The clock network:
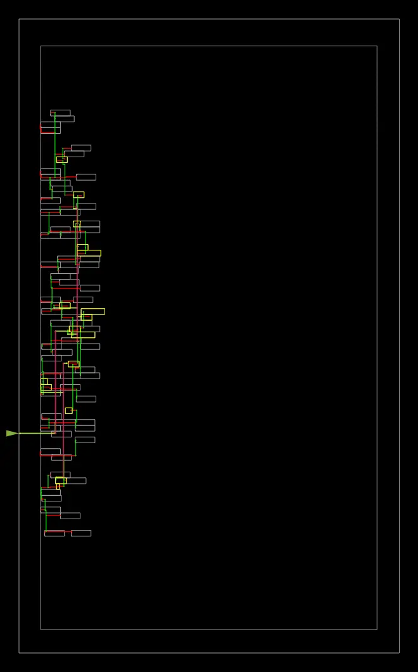
Clock distribution:
(2 px per um)
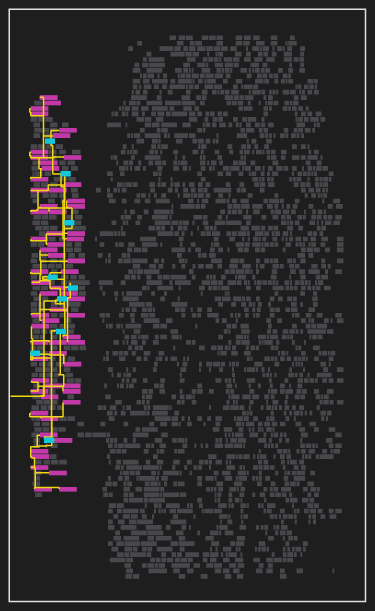
Cells coloured by class:
(1.5 px per um) Fill, decap, tap and diode cells in grey.
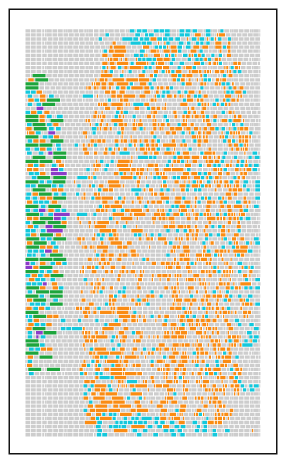
**config.mk**
```make
export PLATFORM = sky130hd
export DESIGN_NAME = alu_exec_unit
export DESIGN_NICKNAME = d
export VERILOG_FILES = /design/src/rtl/alu_exec_unit.sv
export SDC_FILE = /design/constraint.sdc
export NUM_CORES = 1
export LEC_CHECK = 0
export CAP_MARGIN = 20
export CORE_ASPECT_RATIO = 1.75
export CORE_MARGIN = 10
export CORE_UTILIZATION = 30
export CTS_BUF_LIST = sky130_fd_sc_hd__clkbuf_8
export DETAILED_ROUTE_END_ITERATION = 10
export PLACE_DENSITY = 0.6
export SYNTH_ARGS = -nofsm -noshare
export SYNTH_HDL_FRONTEND = slang
export SYNTH_SLANG_ARGS = --single-unit
```
**constraint.sdc**
```tcl
create_clock -name clk -period 6.84 [get_ports clk]
set_clock_uncertainty 0.15 [all_clocks]
set_input_delay 1.026 -clock clk [delete_from_list [all_inputs] [get_ports clk]]
set_output_delay 1.026 -clock clk [all_outputs]
set_load 0.01 [all_outputs]
```
**src/rtl/alu_exec_unit.sv**
```systemverilog
// MIPS execution unit: combinational ALU on ALUControl plus HI/LO registers and an
// iterative multiply/divide engine that is built only when ALU_MULDIV_EN is defined.
module alu_exec_unit #(
    parameter int WIDTH = 32
) (
    input  logic             clk,
    input  logic             rst_n,
    input  logic [WIDTH-1:0] A,
    input  logic [WIDTH-1:0] B,
    input  logic [4:0]       Shamt,
    input  logic [3:0]       ALUControl,
    input  logic             MDStart,
    input  logic [1:0]       MDOp,
    input  logic             HIWrite,
    input  logic             LOWrite,
    input  logic [WIDTH-1:0] WData,
    output logic [WIDTH-1:0] Result,
    output logic             Zero,
    output logic [WIDTH-1:0] HI,
    output logic [WIDTH-1:0] LO,
    output logic             Busy,
    output logic             MDDone
);
    localparam int CW = $clog2(WIDTH);

    logic             md_wr;
    logic [WIDTH-1:0] md_hi;
    logic [WIDTH-1:0] md_lo;

    always_comb begin
        Result = '0;
        case (ALUControl)
            4'b0000: Result = A & B;
            4'b0001: Result = A | B;
            4'b0010: Result = A + B;
            4'b0110: Result = A - B;
            4'b0100: Result = A ^ B;
            4'b1100: Result = ~(A | B);
            4'b0111: Result = {{(WIDTH-1){1'b0}}, $signed(A) < $signed(B)};
            4'b1001: Result = {{(WIDTH-1){1'b0}}, A < B};
            4'b1110: Result = B << Shamt;
            4'b1111: Result = B >> Shamt;
            4'b1011: Result = $signed(B) >>> Shamt;
            4'b1010: Result = {B[15:0], {(WIDTH-16){1'b0}}};
            default: Result = '0;
        endcase
    end

    assign Zero = (Result == '0);

    // The engine's completing write wins; MTHI/MTLO land only while the engine is idle.
    always_ff @(posedge clk or negedge rst_n) begin
        if (!rst_n) begin
            HI <= '0;
            LO <= '0;
        end else if (md_wr) begin
            HI <= md_hi;
            LO <= md_lo;
        end else if (!Busy) begin
            if (HIWrite) HI <= WData;
            if (LOWrite) LO <= WData;
        end
    end

`ifdef ALU_MULDIV_EN
    typedef enum logic [1:0] {S_IDLE, S_RUN, S_DONE} md_state_t;

    md_state_t          state;
    md_state_t          state_next;
    logic [CW-1:0]      cnt;
    logic               is_div;
    logic               neg_q;
    logic               neg_r;
    logic               b_zero;
    logic [WIDTH-1:0]   a_lat;
    logic [WIDTH-1:0]   mag_b;
    logic [2*WIDTH-1:0] acc;
    logic [2*WIDTH-1:0] acc_step;
    logic [WIDTH:0]     sum;
    logic [WIDTH:0]     shifted;
    logic [WIDTH:0]     diff;
    logic               start;
    logic               last;
    logic               op_signed;
    logic [WIDTH-1:0]   mag_a_in;
    logic [WIDTH-1:0]   mag_b_in;

    assign start     = MDStart && (state != S_RUN);
    assign last      = (state == S_RUN) && (cnt == CW'(WIDTH-1));
    assign op_signed = ~MDOp[0];
    assign mag_a_in  = (op_signed && A[WIDTH-1]) ? -A : A;
    assign mag_b_in  = (op_signed && B[WIDTH-1]) ? -B : B;

    always_ff @(posedge clk or negedge rst_n) begin
        if (!rst_n) state <= S_IDLE;
        else        state <= state_next;
    end

    always_comb begin
        state_next = state;
        Busy       = 1'b0;
        MDDone     = 1'b0;
        case (state)
            S_IDLE: if (MDStart) state_next = S_RUN;
            S_RUN: begin
                Busy = 1'b1;
                if (last) state_next = S_DONE;
            end
            S_DONE: begin
                MDDone     = 1'b1;
                state_next = MDStart ? S_RUN : S_IDLE;
            end
            default: state_next = S_IDLE;
        endcase
    end

    // acc holds {product_hi, multiplier} for multiply and {remainder, quotient} for divide.
    always_comb begin
        sum     = {1'b0, acc[2*WIDTH-1:WIDTH]} + (acc[0] ? {1'b0, mag_b} : '0);
        shifted = acc[2*WIDTH-1:WIDTH-1];
        diff    = shifted - {1'b0, mag_b};
        if (is_div)
            acc_step = diff[WIDTH] ? {shifted[WIDTH-1:0], acc[WIDTH-2:0], 1'b0}
                                   : {diff[WIDTH-1:0], acc[WIDTH-2:0], 1'b1};
        else
            acc_step = {sum, acc[WIDTH-1:1]};
    end

    always_ff @(posedge clk or negedge rst_n) begin
        if (!rst_n) begin
            cnt    <= '0;
            is_div <= 1'b0;
            neg_q  <= 1'b0;
            neg_r  <= 1'b0;
            b_zero <= 1'b0;
            a_lat  <= '0;
            mag_b  <= '0;
            acc    <= '0;
        end else if (start) begin
            cnt    <= '0;
            is_div <= MDOp[1];
            neg_q  <= op_signed && (A[WIDTH-1] ^ B[WIDTH-1]);
            neg_r  <= op_signed && A[WIDTH-1];
            b_zero <= (B == '0);
            a_lat  <= A;
            mag_b  <= mag_b_in;
            acc    <= {{WIDTH{1'b0}}, mag_a_in};
        end else if (state == S_RUN) begin
            cnt <= cnt + 1'b1;
            acc <= acc_step;
        end
    end

    always_comb begin
        md_wr = last;
        md_hi = '0;
        md_lo = '0;
        if (!is_div) begin
            {md_hi, md_lo} = neg_q ? -acc_step : acc_step;
        end else if (b_zero) begin
            md_hi = a_lat;
            md_lo = '1;
        end else begin
            md_lo = neg_q ? -acc_step[WIDTH-1:0] : acc_step[WIDTH-1:0];
            md_hi = neg_r ? -acc_step[2*WIDTH-1:WIDTH] : acc_step[2*WIDTH-1:WIDTH];
        end
    end
`else
    logic unused_md;

    assign unused_md = ^{MDStart, MDOp};
    assign Busy      = 1'b0;
    assign MDDone    = 1'b0;
    assign md_wr     = 1'b0;
    assign md_hi     = '0;
    assign md_lo     = '0;
`endif

endmodule

```
==> flow_summary.json <==
{
  "r2r_slack_ns": 5.91,
  "relSlewSlack": 0.339,
  "fmax_mhz": 150,
  "yosysSeqAreaShare": 0.123,
  "hold_buffers": 0,
  "fin_crit_sh": 0.977,
  "adder_share": 0.0955,
  "tightest_slew_ns": 0.984,
  "cap_viol_max_count": 0,
  "seqPwrFrac": 0.185,
  "simple_gate_area_frac": 0.176,
  "die_w_um": 177,
  "sw_frac_of_total": 0.420,
  "vias": 16000,
  "synth_area_leader_cell": "dfrtp_1",
  "fp-utilization": 0.305,
  "path_clk_slew_ns": 0.07,
  "layout-drive-gt1-share": 0.297,
  "portBuffers": 205,
  "dpl_cell_area_mm2": 0.0181,
  "comb-power_w": 0.00152,
  "core_region_area_mm2": 0.0427,
  "avgSynthCellArea_um2": 8.06,
  "synth-main-ff-cell": "dfrtp_1",
  "power.switching_w": 0.000991,
  "power.leakage_nw": 8.00,
  "finalWorstSetupSlack_ns": 0.156,
  "reg2reg_depth": 1,
  "globalplace.congestion": 1.03,
  "warnings": 93,
  "drt_iter0_drc": 1395,
  "ys_cells": 1614,
  "status": "finished clean",
  "cts_tree": "built",
  "setup_viol": 0,
  "arrival_ns": 5.51,
  "comb_area_mm2": 0.0105,
  "nNetsFinal": 2262,
  "fp.dieH_um": 295,
  "grt_setup_unrepaired": "false",
  "worstHoldEndpoint": "HI[30]",
  "maxSlewViolCount": 0,
  "power_frac_comb": 0.645,
  "instances_no_fill": 2619,
  "drt-vias-per-instance": 6.10,
  "cp-end-kind": "primary output",
  "crit_start": "B[12]",
  "first_pass_iters": 6,
  "power-per-cell-area_mw_per_mm2": 127,
  "pin_count": 211,
  "syn_inst": 1614,
  "top_cell": "nor2_1",
  "grt_max_degree": 65,
  "htree_levels": 3,
  "synth_area_mm2": 0.0130,
  "overflow": 0,
  "path_max_fanout": 10,
  "crit_required_ns": 5.66,
  "ant_nets": 0,
  "yosys_area_mm2": 0.0130,
  "critPathSlowestCell": "mux4_2",
  "synthAoiAreaFrac": 0.270,
  "dpl.hpwl_um": 62600,
  "hold-worst-slack_ns": 0.358,
  "cts-root-buf": "clkbuf_8",
  "synth-xor-area-share": 0.00808,
  "cpMostUsedCell": "buf_4",
  "reg2reg_from": "HI[13]",
  "yosys_warnings": 0,
  "ys_types": 92,
  "crit_chain": "clkdlybuf4s50_1 > buf_4 > buf_4 > mux4_2 > mux4_2 > a21o_1 > a211oi_2 > buf_4 > nand4_1 > o31a_1 > or4_1 > nor4b_2 > buf_4 > nand4_1 > nor4_2 > buf_4 > and4bb_1 > clkbuf_2",
  "synth.logic.top_family": "AND-OR/OR-AND gates",
  "ir_drop_v": 0.000228,
  "p_seq_w": 0.000436,
  "synth-seq-cells": 64,
  "place_inst": 2598,
  "top_area_frac": 0.123,
  "antenna_found_initial": 3,
  "seq_area_mm2": 0.00160,
  "grt_first_pass_wirelength_um": 109000,
  "period_needed_ns": 6.68,
  "hp-class": "flip-flop to flip-flop",
  "grtUsageTotal": 0.277,
  "preCtsSetupSlack_ns": -0.500,
  "worstHoldStart": "HI[30]",
  "tns_ns": 0,
  "power.total_w": 0.00236,
  "grt_pass1_vias": 16500,
  "p_int_w": 0.00137,
  "hold_depth": 1,
  "power.group.top": "combinational cells",
  "cp-start-kind": "primary input",
  "max_stage_delay_ns": 0.49,
  "clk_path_buf_depth": 2,
  "fillerInstances": 4286,
  "ys_sh_mux": 0.244,
  "finalHoldViolCount": 0,
  "remaining_drc_errors": 0,
  "yosys-top-cells-area": "dfrtp_1 (12%), mux4_2 (11%), ha_1 (9.2%)",
  "wirelength_um": 75300,
  "chip_area_mm2": 0.0524,
  "synth-async-reset-ratio": 1.00,
  "criticalPathCategory": "primary input to primary output",
  "synth-edff-count": 0,
  "final_core_util": 0.434,
  "synthTopCellsByCount": "nor2_1 (116), a21oi_1 (115), clkbuf_1 (110), inv_1 (103), nand2_1 (102)",
  "area_delta_synth_final_pct": 42.5,
  "crit_path_end": "Zero",
  "rr_endpoint": "HI[13]",
  "wire_per_inst_um": 28.7
}
Notes on 'the clock network' above:
Num CTS Buffers: 9
Clk power: 0.000401 W
Clock Sink Count: 64
CLK BUF: 9

Notes on 'clock distribution' above:
cyan -> cells driving clock nets  # count 9
yellow -> clock wires  # length 881 um
magenta -> flip-flops  # count 64
routed clock nets = 10
Clock power frac: 0.170
clk latency late pin: 0.35 ns

Notes on 'cells coloured by class' above:
purple -> clock drivers and dummy loads  # cells 16, share of their area 1.4%
cyan -> other buffers and delay cells  # cells 587, share of their area 28%
green -> flip-flops  # cells 64, share of their area 9.0%
orange -> all other logic  # cells 1390, share of their area 61%
Core Rows: 100
Design Area, Final: 0.0185 mm^2

## layer usage
layer | part of all wire | routed length [um] | global-route usage | vias to the layer above
met5 | 0.00036 | 27 | 0 | -
met4 | 0.10 | 7800 | 0.246 | 4
met3 | 0.071 | 5330 | 0.0480 | 277
met2 | 0.49 | 37200 | 0.483 | 875
met1 | 0.33 | 25000 | 0.278 | 7765
li1 | - | - | - | 7054
## critical path: cells and delay by family
family | cells | cell delay, ns
buffers and inverters | 7 | 1.45
muxes | 2 | 0.98
AOI/OAI and AO/OA | 3 | 0.62
and+or+nand+nor | 6 | 1.41
## layout make-up
cell class / instances / share of cell area
tap: 561 / 0.0379
timing repair buffer: 587 / 0.274
clock buffer: 9 / 0.00668
inverter: 106 / 0.0215
sequential: 64 / 0.0864
clock inverter: 7 / 0.00648
multi-input combinational: 1284 / 0.567
antenna: 1 / 0.000135
## layout by cell type (no fill, tap or decap), drive strengths merged, types with 13 or more instances in the layout
| cell type | instances |
|---|---|
| mux2 | 91 |
| inv | 105 |
| and3 | 17 |
| dfrtp | 64 |
| a21oi | 115 |
| buf | 387 |
| o21ai | 71 |
| a211oi | 24 |
| nor2 | 116 |
| mux2i | 65 |
| nand4 | 23 |
| o21a | 13 |
| o211ai | 22 |
| ha | 96 |
| nor4 | 23 |
| o221ai | 17 |
| or2 | 13 |
| nor2b | 14 |
| nand3 | 33 |
| o22ai | 18 |
| nand2 | 102 |
| clkdlybuf4s50 | 198 |
| a22oi | 22 |
| a221oi | 13 |
| a21o | 19 |
| nor3 | 31 |
| a31oi | 19 |
| mux4 | 66 |
| o31ai | 20 |
## sequential cells by signal, indices dropped and copies added (netlist names)
register  flops
HI           32
LO           32
## timing repair
item	in CTS	in global routing
resized	17	18
setup endpoints to repair	1	1
gates cloned	0	0
setup buffers	1	3
pin swaps	4	11
No activity file was given, so power comes from the tool's default toggle rates.
